$ cat src/rtl/timer_sequencer.sv
// Control FSM for the microwave countdown timer: keypad entry, counter-chain
// load/clear, per-second decrement enables, magnetron and done control.
module timer_sequencer #(
  parameter int unsigned TICKS_PER_SEC = 100
) (
  input  logic        clock,
  input  logic        clrn,
  input  logic        key_valid,
  input  logic [3:0]  key_digit,
  input  logic        start,
  input  logic        stop,
  input  logic        clear,
  input  logic        door_closed,
  input  logic        cnt_zero,
  output logic [11:0] cnt_data,
  output logic        cnt_loadn,
  output logic        cnt_clrn,
  output logic        cnt_enable,
  output logic        mag_on,
  output logic        done,
  output logic [2:0]  state
);

  localparam int unsigned PW = $clog2(TICKS_PER_SEC);
  localparam logic [PW-1:0] TERM = PW'(TICKS_PER_SEC - 1);

  typedef enum logic [2:0] {
    IDLE  = 3'd0,
    ENTRY = 3'd1,
    LOAD  = 3'd2,
    COOK  = 3'd3,
    PAUSE = 3'd4,
    DONE  = 3'd5
  } state_t;

  state_t        state_q, state_d;
  logic [11:0]   entry_q, entry_d;
  logic [PW-1:0] presc_q, presc_d;
  logic          door_q;
  logic          clr_ev;
  logic          enable_d;
  logic          digit_ok;
  logic          door_fall;

  assign digit_ok  = key_valid && (key_digit <= 4'd9);
  assign door_fall = door_q && !door_closed;

  // State register
  always_ff @(posedge clock or negedge clrn) begin
    if (!clrn) state_q <= IDLE;
    else       state_q <= state_d;
  end

  // Next-state, entry register and prescaler updates
  always_comb begin
    state_d  = state_q;
    entry_d  = entry_q;
    presc_d  = presc_q;
    clr_ev   = 1'b0;
    enable_d = 1'b0;
    if (clear) begin
      state_d = IDLE;
      entry_d = '0;
      presc_d = '0;
      clr_ev  = 1'b1;
    end else begin
      case (state_q)
        IDLE, ENTRY: begin
          if (start) begin
            // start is only honoured from ENTRY with a shut door and nonzero entry
            if (state_q == ENTRY && door_closed && (entry_q != 12'd0)) begin
              state_d = LOAD;
              presc_d = '0;
              entry_d = {entry_q[11:8],
                         (entry_q[7:4] > 4'd5) ? 4'd5 : entry_q[7:4],
                         entry_q[3:0]};
            end
          end else if (!stop && digit_ok) begin
            state_d = ENTRY;
            entry_d = {entry_q[7:0], key_digit};
          end
        end
        LOAD: begin
          state_d = COOK;
          presc_d = '0;
        end
        COOK: begin
          // leaving COOK freezes the prescaler so a resume continues the second
          if (!door_closed || stop) begin
            state_d = PAUSE;
          end else if (cnt_zero) begin
            state_d = DONE;
            presc_d = '0;
          end else if (presc_q == TERM) begin
            presc_d  = '0;
            enable_d = 1'b1;
          end else begin
            presc_d = presc_q + PW'(1);
          end
        end
        PAUSE: begin
          if (stop) begin
            state_d = IDLE;
            entry_d = '0;
            presc_d = '0;
            clr_ev  = 1'b1;
          end else if (start && door_closed) begin
            state_d = COOK;
          end
        end
        DONE: begin
          if (key_valid || start || stop || door_fall) begin
            state_d = IDLE;
            entry_d = '0;
          end
        end
        default: begin
          state_d = IDLE;
          entry_d = '0;
          presc_d = '0;
        end
      endcase
    end
  end

  // Datapath and registered Moore outputs
  always_ff @(posedge clock or negedge clrn) begin
    if (!clrn) begin
      entry_q    <= '0;
      presc_q    <= '0;
      door_q     <= 1'b0;
      cnt_loadn  <= 1'b1;
      cnt_clrn   <= 1'b1;
      cnt_enable <= 1'b0;
      mag_on     <= 1'b0;
      done       <= 1'b0;
    end else begin
      entry_q    <= entry_d;
      presc_q    <= presc_d;
      door_q     <= door_closed;
      cnt_loadn  <= (state_d != LOAD);
      cnt_clrn   <= !clr_ev;
      cnt_enable <= enable_d;
      mag_on     <= (state_d == COOK);
      done       <= (state_d == DONE);
    end
  end

  assign cnt_data = entry_q;
  assign state    = state_q;

endmodule

$ cat config.mk
export PLATFORM = sky130hd
export DESIGN_NAME = timer_sequencer
export DESIGN_NICKNAME = d
export VERILOG_FILES = /design/src/rtl/timer_sequencer.sv
export SDC_FILE = /design/constraint.sdc
export NUM_CORES = 1
export LEC_CHECK = 0
export ABC_AREA = 1
export ABC_CLOCK_PERIOD_IN_PS = 2200
export CELL_PAD_IN_SITES_DETAIL_PLACEMENT = 2
export CELL_PAD_IN_SITES_GLOBAL_PLACEMENT = 2
export CORE_MARGIN = 5
export CORE_UTILIZATION = 33
export CTS_BUF_LIST = sky130_fd_sc_hd__clkbuf_4
export CTS_CLUSTER_DIAMETER = 50
export DETAILED_ROUTE_END_ITERATION = 10
export GPL_TIMING_DRIVEN = 0
export PLACE_DENSITY_LB_ADDON = 0.1
export SYNTH_ARGS = -nofsm -noshare
export SYNTH_HDL_FRONTEND = slang
export SYNTH_SLANG_ARGS = --single-unit
$ cat constraint.sdc
create_clock -name clock -period 2.2 [get_ports clock]
set_clock_uncertainty 0.1 [all_clocks]
set_input_delay 0.33 -clock clock [delete_from_list [all_inputs] [get_ports clock]]
set_output_delay 0.33 -clock clock [all_outputs]
set_load 0.02 [all_outputs]
**Run 1: I/O nets highlighted**

The bar under the picture is 20 um long.
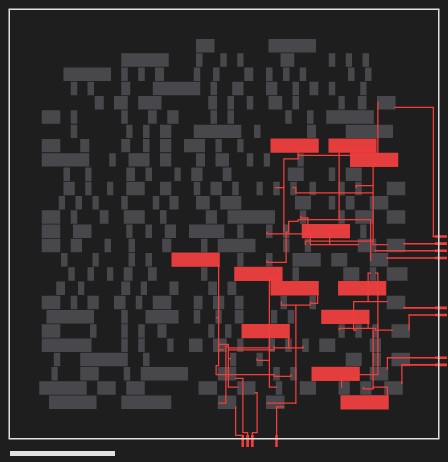
[cnt_data] red | bits: 12 | direction: output | end cells: 12 | buffers: 12 | wire: 559 um

**Run 1: routing congestion map**

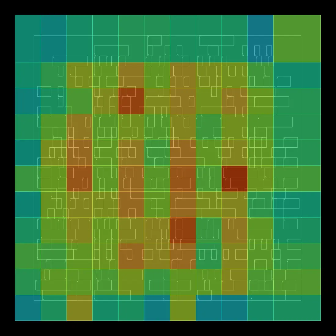
met2 track demand over resource in global routing: 29.7%
global-route track usage on met3: 1.97%
M1 GR Usage: 21.4%

**Run 1: clock distribution**

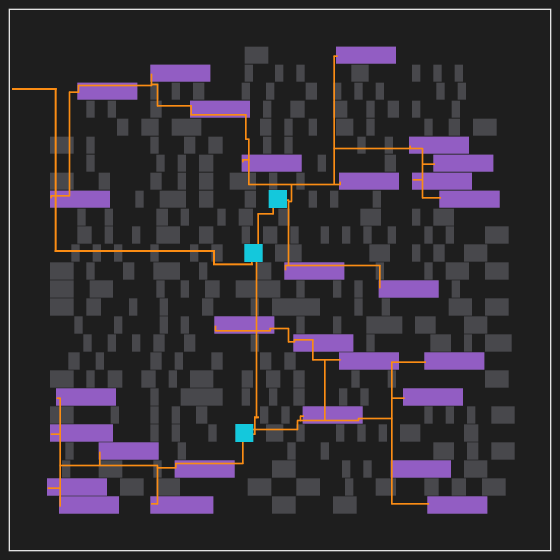
[clock wires] orange | length: 418 um
[clock drivers] cyan | count: 3
[flip-flops] purple | count: 28
routed clock nets: 4
flops lie: widely spread

run 1: tightest hold or removal path: cells and delay by family:
kind	cells	cell delay (ns)
AND-OR/OR-AND	1	0.05
buffers and inverters	1	0.13
AND/OR/NAND/NOR	2	0.14
run 1: worst min path at each step:
stage | from | end | slack [ns] | cells past startpoint
6_report | start | cnt_data[11] | 0.24 | 4
3_3_place_gp | presc_q[5] | presc_q[5] | 0.39 | 2
5_1_grt | start | cnt_data[11] | 0.22 | 4
2_1_floorplan | clrn | cnt_data[0] | -0.07 | 0
4_1_cts | start | cnt_data[11] | 0.23 | 4
3_5_place_dp | presc_q[1] | presc_q[1] | 0.40 | 2
run 1: metal layers:
layer	track usage, %	part of all wire, %
met5	0	0
met2	29.7	48
met3	1.97	3.7
met1	21.4	47
met4	4.49	0.97
run 1: state kept, by name (all words and copies together), names as in the netlist:
name and count:
cnt_clrn 1, done 1, cnt_data 12, presc_q 7, cnt_enable 1, mag_on 1, state 3, door_q 1
cnt_loadn 1
run 1: synth_stat cells (2+ instances only):
library cell / count / area, um2
sky130_fd_sc_hd__nand2_1: 76 / 285
sky130_fd_sc_hd__a21oi_1: 3 / 15.0
sky130_fd_sc_hd__nor2_1: 31 / 116
sky130_fd_sc_hd__o21bai_1: 2 / 15.0
sky130_fd_sc_hd__nor3_1: 2 / 10.0
sky130_fd_sc_hd__nand3_1: 21 / 105
sky130_fd_sc_hd__dfstp_2: 2 / 52.6
sky130_fd_sc_hd__inv_2: 3 / 11.3
sky130_fd_sc_hd__inv_4: 2 / 12.5
sky130_fd_sc_hd__o21ai_2: 8 / 70.1
sky130_fd_sc_hd__dfrtp_1: 26 / 651
sky130_fd_sc_hd__nand4_1: 4 / 25.0
sky130_fd_sc_hd__inv_1: 14 / 52.6
sky130_fd_sc_hd__nor2_4: 2 / 22.5
sky130_fd_sc_hd__nand2_4: 2 / 22.5
sky130_fd_sc_hd__nand2_2: 7 / 43.8
sky130_fd_sc_hd__nor2_2: 3 / 18.8
run 1: cells by family (layout without fill, tap and decap cells):
group                      after synthesis  in the layout
and+or+nand+nor                        156            156
AOI/OAI and AO/OA                       17             17
adders and majority gates                1              1
DFF                                     28             28
buffers and inverters                   22             57
run 1: metrics by stage:
| stage | cells | area (um2) | utilization [%] | worst slack [ns] |
|---|---|---|---|---|
| detailed placement | 324 | 2080 | 41.3 | 0.0615 |
| CTS | 328 | 2110 | 41.8 | 0.212 |
| finish | 329 | 2110 | 41.9 | 0.238 |
| global placement | 324 | 2080 | 41.3 | 0.0958 |
| global route | 329 | 2110 | 41.9 | 0.142 |
| floorplan | 224 | 1690 | - | 0.665 |
run 1: cell type report:
type	instances	area, um2	share of cell area, %
clock inverters	1	3.75	0.178
plain buffers	2	26.3	1.24
clock buffers	3	22.5	1.07
multi-input cells	174	882	41.8
well taps	70	87.6	4.15
inverters	20	81.3	3.85
flip-flops and latches	28	703	33.3
repair buffers	31	305	14.5
run 1: power groups by stage:
stage	Clock [uW]	Combinational (uW)	Sequential, uW
6_report	233	219	552
5_1_grt	275	240	556
4_1_cts	250	224	553
3_5_place_dp	0	223	562
3_3_place_gp	0	218	561
2_1_floorplan	0	106	577
==> CHANGELOG.md, run 1 <==
## Implementation

* Setup CP Type: reg2out
* Synth logic family: simple AND/OR/NAND/NOR gates
* Run status: complete, no violations
* Final Setup Violations at 0
* IR drop worst, VDD at 0.244 mV
* Horizontal extent of the die at 81.6 um
* Critical path data required time at 1.77 ns
* Final weighted congestion of routability-driven global placement at 0.769
* Number of global-route vias before repair at 1759
* Cells in synth_stat.txt at 224
* Average via count per standard cell at 4.82
* Pin count of the biggest net entering global routing at 29
* Synthesis Warnings at 0
* Reg-to-reg setup timing slack at 0.46 ns
* Timing-limited maximum frequency at 0.510 GHz
* Number of filler instances in the final layout at 604
* Area of the placeable core at 5040 um2
* Worst flop-to-flop path startpoint: state[2]
* Clk Latency, worst-skew pair at 0.34 ns
* Cell Int Power at 685 uW
* CP cell instances: clkdlybuf4s50_1
* CTS H-tree lvls at 1
* CTS tree: built
* Number of storage elements in the synthesis netlist at 28
* Clock root buffer: sky130_fd_sc_hd__clkbuf_4
* Max Cap Viol at 0
* Dominant logic cell type in the layout: sky130_fd_sc_hd__nand2_1
* Share of final-layout standard cells stronger than drive strength 1 at 16.2%
* Buffer depth of the longest clock path at 2
* Number of standard cells after synthesis at 224
* Average footprint of a synthesized cell at 7.56 um2
* Cell area power density at 475 nW/um2
* RSZ-0062 raised after global routing: no
* Kind of cell with the highest combined delay on the critical path: buffers and inverters
* Count of antenna diodes in the layout at 0
* Setup crit start: state[0]
* Sequential element share of the synthesized area at 41.5%
* Distinct cell type count after synthesis at 33
* Arithmetic-cell share of the synthesized area counting full adders, half adders and majority gates at 0.739%
* Clock power frac at 23.2%
* Synthesized Nets at 237
* Area added between synthesis and finish at 24.8%
* Clock Sink Count at 28
* Synthesized cell area at 1690 um2
* Max-slew headroom at the worst pin at 55.1%
* Mux area share at 0%
* Reg-to-Reg End: presc_q[4]
* Post-DR wirelength/cell at 15.0 um
* Capture point of the critical path: state[0]
* Part of the cycle the worst path needs at 89.2%
==> run 2, diff against run 1 <==
ABC_CLOCK_PERIOD_IN_PS = default   (was 2200)
**Run 2: where the registers sit**

Other sequential cells in the stronger gray, the rest of the logic in the fainter gray.
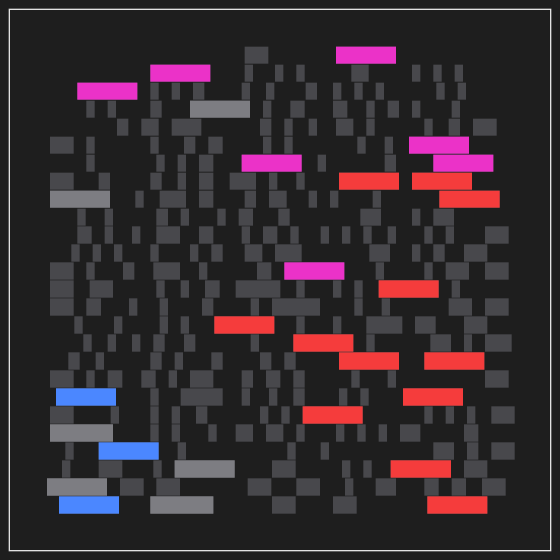
[state] blue | placed flops: 3
[presc_q] magenta | placed flops: 7
[cnt_data] red | placed flops: 12
not colored: 6

**Run 2: clock distribution**

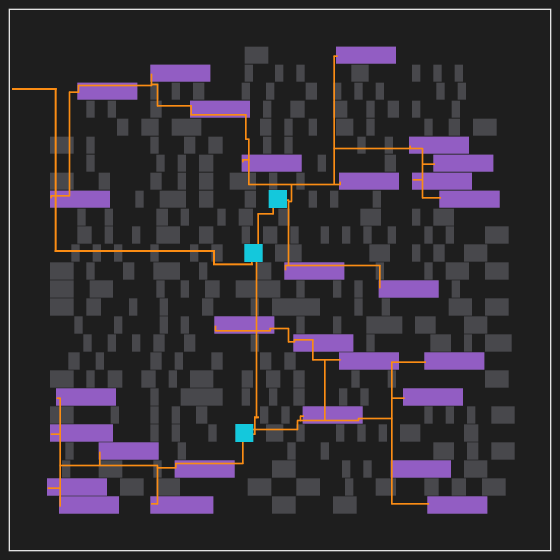
[clock wires] orange | length: 418 um
[clock drivers] cyan | count: 3
[flip-flops] purple | count: 28
routed clock nets: 4

==> run 2 against run 1 <==
Net effect:
- via count unchanged
- setup slack unchanged
- hold slack unchanged
- power stayed put
- sequential share of layout area unchanged
- critical path type unchanged
- critical endpoint unchanged
- largest power group unchanged
- highest routed layer unchanged
==> CHANGELOG.md, run 2 <==
## Implementation

* Horizontal extent of the die at 81.6 um (unchanged)
* Post-DR wirelength/cell at 15.0 um (unchanged)
* Synthesis Warnings at 0 (unchanged)
* Clock power frac at 23.2% (about the same)
* Routed metal-1 wire length at 2320 um (unchanged)
* Number of standard cells after synthesis at 224 (unchanged)
* Detail Route met3 WL at 183 um (unchanged)
* Average via count per standard cell at 4.82 (unchanged)
* Clk Latency, worst-skew pair at 0.34 ns (about the same)
* Part of the cycle the worst path needs at 89.2% (unchanged)
* Run status: complete, no violations
* Max Cap Viol at 0 (unchanged)
* Share of the synthesized area in the top cell type at 38.4% (unchanged)
* Setup CP Type: reg2out
* Uppermost metal layer occupied by signal nets: met4
* Average footprint of a synthesized cell at 7.56 um2 (unchanged)
* Cells in synth_stat.txt at 224 (unchanged)
* Pin count of the biggest net entering global routing at 29 (unchanged)
* Leading post-synthesis cells by cell area: sky130_fd_sc_hd__dfrtp_1, sky130_fd_sc_hd__nand2_1, sky130_fd_sc_hd__nor2_1, sky130_fd_sc_hd__nand3_1, sky130_fd_sc_hd__o21ai_2
* Share of final-layout standard cells stronger than drive strength 1 at 16.2% (unchanged)
* Max-slew headroom at the worst pin at 55.1% (unchanged)
* CTS H-tree lvls at 1 (unchanged)
* Buffer depth of the longest clock path at 2 (unchanged)
* Most frequently used cell type in the post-synthesis netlist: sky130_fd_sc_hd__nand2_1
* CP cell instances: clkdlybuf4s50_1
-- run 2: worst paths after layout --
kind / start / endpoint
hold reg to reg: cnt_data[11] / cnt_data[11]
setup / recovery: state[0] / state[0]
hold / removal: start / cnt_data[11]
max in group asynchronous: clrn / presc_q[6]
min in group asynchronous: clrn / cnt_data[10]
setup reg to reg: state[2] / presc_q[4]
-- run 2: logic make-up after synthesis --
kind of cell,count (synthesis),synth area share [%]
fa+ha+maj,1,0.739
buf+inv,22,6.36
flops,28,41.5
compound gates,17,8.06
simple gates,156,43.3
-- run 2: power groups by stage --
stage / registers, uW / logic, uW / clock network [uW]
after floorplan: 577 / 106 / 0
after CTS: 553 / 224 / 250
after global routing: 556 / 240 / 275
after global placement: 561 / 218 / 0
after detailed placement: 562 / 223 / 0
final: 552 / 219 / 233
-- run 2: through the flow --
step                      setup slack (ns)  area (um2)  total power (uW)  instances  utilization, %
after floorplan                      0.665        1690               682        224               -
after global placement              0.0958        2080               779        324            41.3
after detailed placement            0.0615        2080               785        324            41.3
after CTS                            0.212        2110              1030        328            41.8
after global routing                 0.142        2110              1070        329            41.9
final                                0.238        2110              1000        329            41.9
-- run 2: area by class of cell --
type / count / area, um2 / share of cell area (%)
sequential: 28 / 703 / 33.3
timing repair buffer: 31 / 305 / 14.5
inverter: 20 / 81.3 / 3.85
multi-input combinational: 174 / 882 / 41.8
tap: 70 / 87.6 / 4.15
clock buffer: 3 / 22.5 / 1.07
clock inverter: 1 / 3.75 / 0.178
buffer: 2 / 26.3 / 1.24
-- run 2: per-layer routing --
layer,vias to the layer above,GRT usage (%)
met4,0,4.49
li1,783,-
met5,-,0
met1,774,21.4
met3,4,1.97
met2,24,29.7
-- run 2: repair_timing --
item	in CTS	in global routing
buffers inserted	0	0
hold buffers	0	1
hold endpoints to repair	0	26
**Run 2: metal 1**

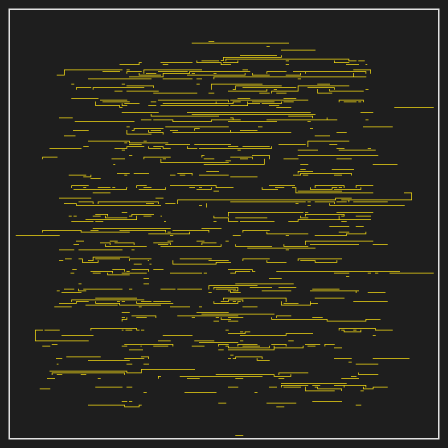

==> run 3, diff against run 2 <==
MAX_ROUTING_LAYER = met4   (was default)
**Run 3: metal 1**

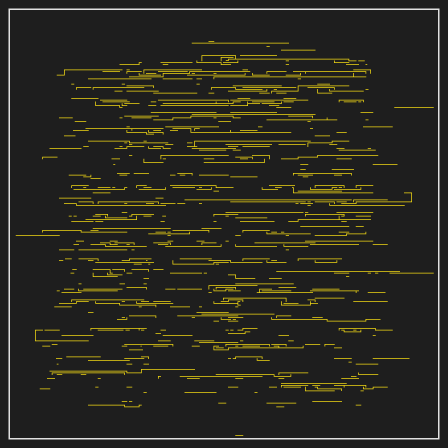
main direction: horizontal
share of all routed wire: 47%
nets with wire on the layer: 238
wire length on this layer: 2300 um

==> run 3 against run 2 <==
Net effect:
- final cell count did not move
- setup slack improved by 0.0024 ns
- sequential power about the same
- critical path type unchanged
==> CHANGELOG.md, run 3 <==
## Implementation

* Pin count of the biggest net entering global routing at 29 (unchanged)
* Clock power frac at 23.2% (about the same)
* Pre-CTS setup slack at 0.0615 ns (unchanged)
* Setup CP Type: reg2out
* CTS tree: built
* Clk Latency, worst-skew pair at 0.34 ns (about the same)
* Total routing usage reported by global routing at 17.2%
* Overall power after layout at 1000 uW (about the same)
* Total cell area reported by yosys after synthesis at 1690 um2
* Average via count per standard cell at 4.82 (+0.13%)
* Share of the synthesized area in the top cell type at 38.4% (unchanged)
* CP max-delay cell: sky130_fd_sc_hd__clkdlybuf4s50_1
* Number of filler instances in the final layout at 604
* Buffer depth of the longest clock path at 2 (unchanged)
* Share of final-layout standard cells stronger than drive strength 1 at 16.2% (unchanged)
* Most frequently used cell type in the post-synthesis netlist: sky130_fd_sc_hd__nand2_1
* Number of buffers inserted by post-CTS setup repair at 0 (unchanged)
* Worst Path Max Fanout at 8
* Worst path setup slack after routing at 0.240 ns (+0.00238 ns)
* Synthesized Nets at 237
* Cell area power density at 475 nW/um2
* Crit path buffers/inverters at 1
* Chip area at 6660 um2
* Synthesis Warnings at 0 (unchanged)
* Average footprint of a synthesized cell at 7.56 um2 (unchanged)
* CP cell instances: clkdlybuf4s50_1
* Post-DR wirelength/cell at 15.0 um (-0.30%)
* Part of the cycle the worst path needs at 89.1% (-0.11 points)
* Clock root buffer: sky130_fd_sc_hd__clkbuf_4
* Initial antenna violation count at 0
* Run status: complete, no violations
* Leading post-synthesis cells by cell area: sky130_fd_sc_hd__dfrtp_1, sky130_fd_sc_hd__nand2_1, sky130_fd_sc_hd__nor2_1, sky130_fd_sc_hd__nand3_1, sky130_fd_sc_hd__o21ai_2
* Horizontal extent of the die at 81.6 um (unchanged)
* Cells in synth_stat.txt at 224 (unchanged)
* HPWL after detailed placement at 3970 um
* Crit path arrival time at 1.53 ns
* Max-slew headroom at the worst pin at 55.1% (about the same)
* List of most frequent post-synthesis cells: sky130_fd_sc_hd__nand2_1, sky130_fd_sc_hd__nor2_1, sky130_fd_sc_hd__dfrtp_1, sky130_fd_sc_hd__nand3_1, sky130_fd_sc_hd__inv_1
* Time the final worst path needs with I/O delays and setup at 1.96 ns
* Number of standard cells after synthesis at 224 (unchanged)
* Remaining Overflow, GRT at 0
* Max Cap Viol at 0 (unchanged)
* CTS H-tree lvls at 1 (unchanged)
* Stage delay of the slowest cell on the critical path at 0.66 ns
**Run 3: clock distribution**

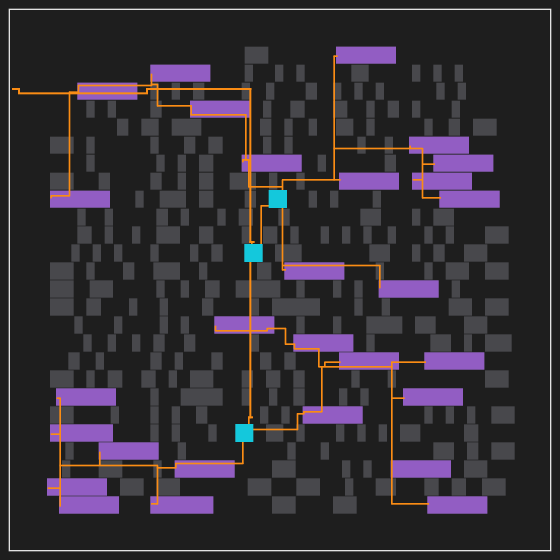
[clock drivers] cyan | count: 3
[flip-flops] purple | count: 28
[clock wires] orange | length: 413 um
routed clock nets: 4
flops lie: widely spread

## run 3: cell counts after synthesis
No cell type changed its count.
## run 3: path summary, 6_finish.rpt
check	from	to	slack, ns	cells past startpoint
max	state[0]	state[0]	0.24	1
min	start	cnt_data[11]	0.24	4
max reg2reg	state[2]	presc_q[4]	0.47	8
min reg2reg	cnt_data[11]	cnt_data[11]	0.43	2
max in group asynchronous	clrn	state[1]	1.14	2
min in group asynchronous	clrn	cnt_data[10]	0.43	2
## run 3: logic make-up (layout without fill, tap and decap cells)
| family | count (synthesis) | in the layout | share of synthesized area, % |
|---|---|---|---|
| simple gates | 156 | 156 | 43.3 |
| compound gates | 17 | 17 | 8.06 |
| fa+ha+maj | 1 | 1 | 0.739 |
| flops | 28 | 28 | 41.5 |
| buf+inv | 22 | 57 | 6.36 |
## run 3: layer usage
layer  wire, um  up-vias  global-route usage (%)  part of all wire [%]
met5          0        -                       -                     0
met4         47        0                    4.49                  0.96
met3        184        4                    1.97                   3.7
met2       2390       24                    29.7                    49
met1       2300      775                    21.4                    47
li1           -      784                       -                     -
## run 3: repair_timing
action	4_1_cts	5_1_grt
hold buffers	0	1
endpoints found under the hold margin	0	26
endpoints found under the setup margin	0	0
## run 3: final cells by class
class / instances / area (um2) / share of cell area (%)
multi-input combinational: 174 / 882 / 41.8
sequential: 28 / 703 / 33.3
timing repair buffer: 31 / 305 / 14.5
tap: 70 / 87.6 / 4.15
inverter: 20 / 81.3 / 3.85
buffer: 2 / 26.3 / 1.24
clock buffer: 3 / 22.5 / 1.07
clock inverter: 1 / 3.75 / 0.178
## run 3: power by group through the flow
stage | Combinational (uW) | Sequential [uW] | Clock, uW
6_report | 219 | 552 | 233
5_1_grt | 240 | 556 | 275
4_1_cts | 224 | 553 | 250
3_5_place_dp | 223 | 562 | 0
3_3_place_gp | 218 | 561 | 0
2_1_floorplan | 106 | 577 | 0
## run 3: through the flow
stage	cell area (um2)	std cells	utilization, %	hold WS [ns]
floorplan	1690	224	-	-0.0656
global placement	2080	324	41.3	0.390
detailed placement	2080	324	41.3	0.401
CTS	2110	328	41.8	0.228
global route	2110	329	41.9	0.221
finish	2110	329	41.9	0.235
## run 3: tightest hold or removal path, stage by stage
cell	delay, ns
sky130_fd_sc_hd__buf_6	0.13
sky130_fd_sc_hd__nor2_8	0.07
sky130_fd_sc_hd__nand2_1	0.07
sky130_fd_sc_hd__o21ai_2	0.05
Power and IR drop assume default switching activity.
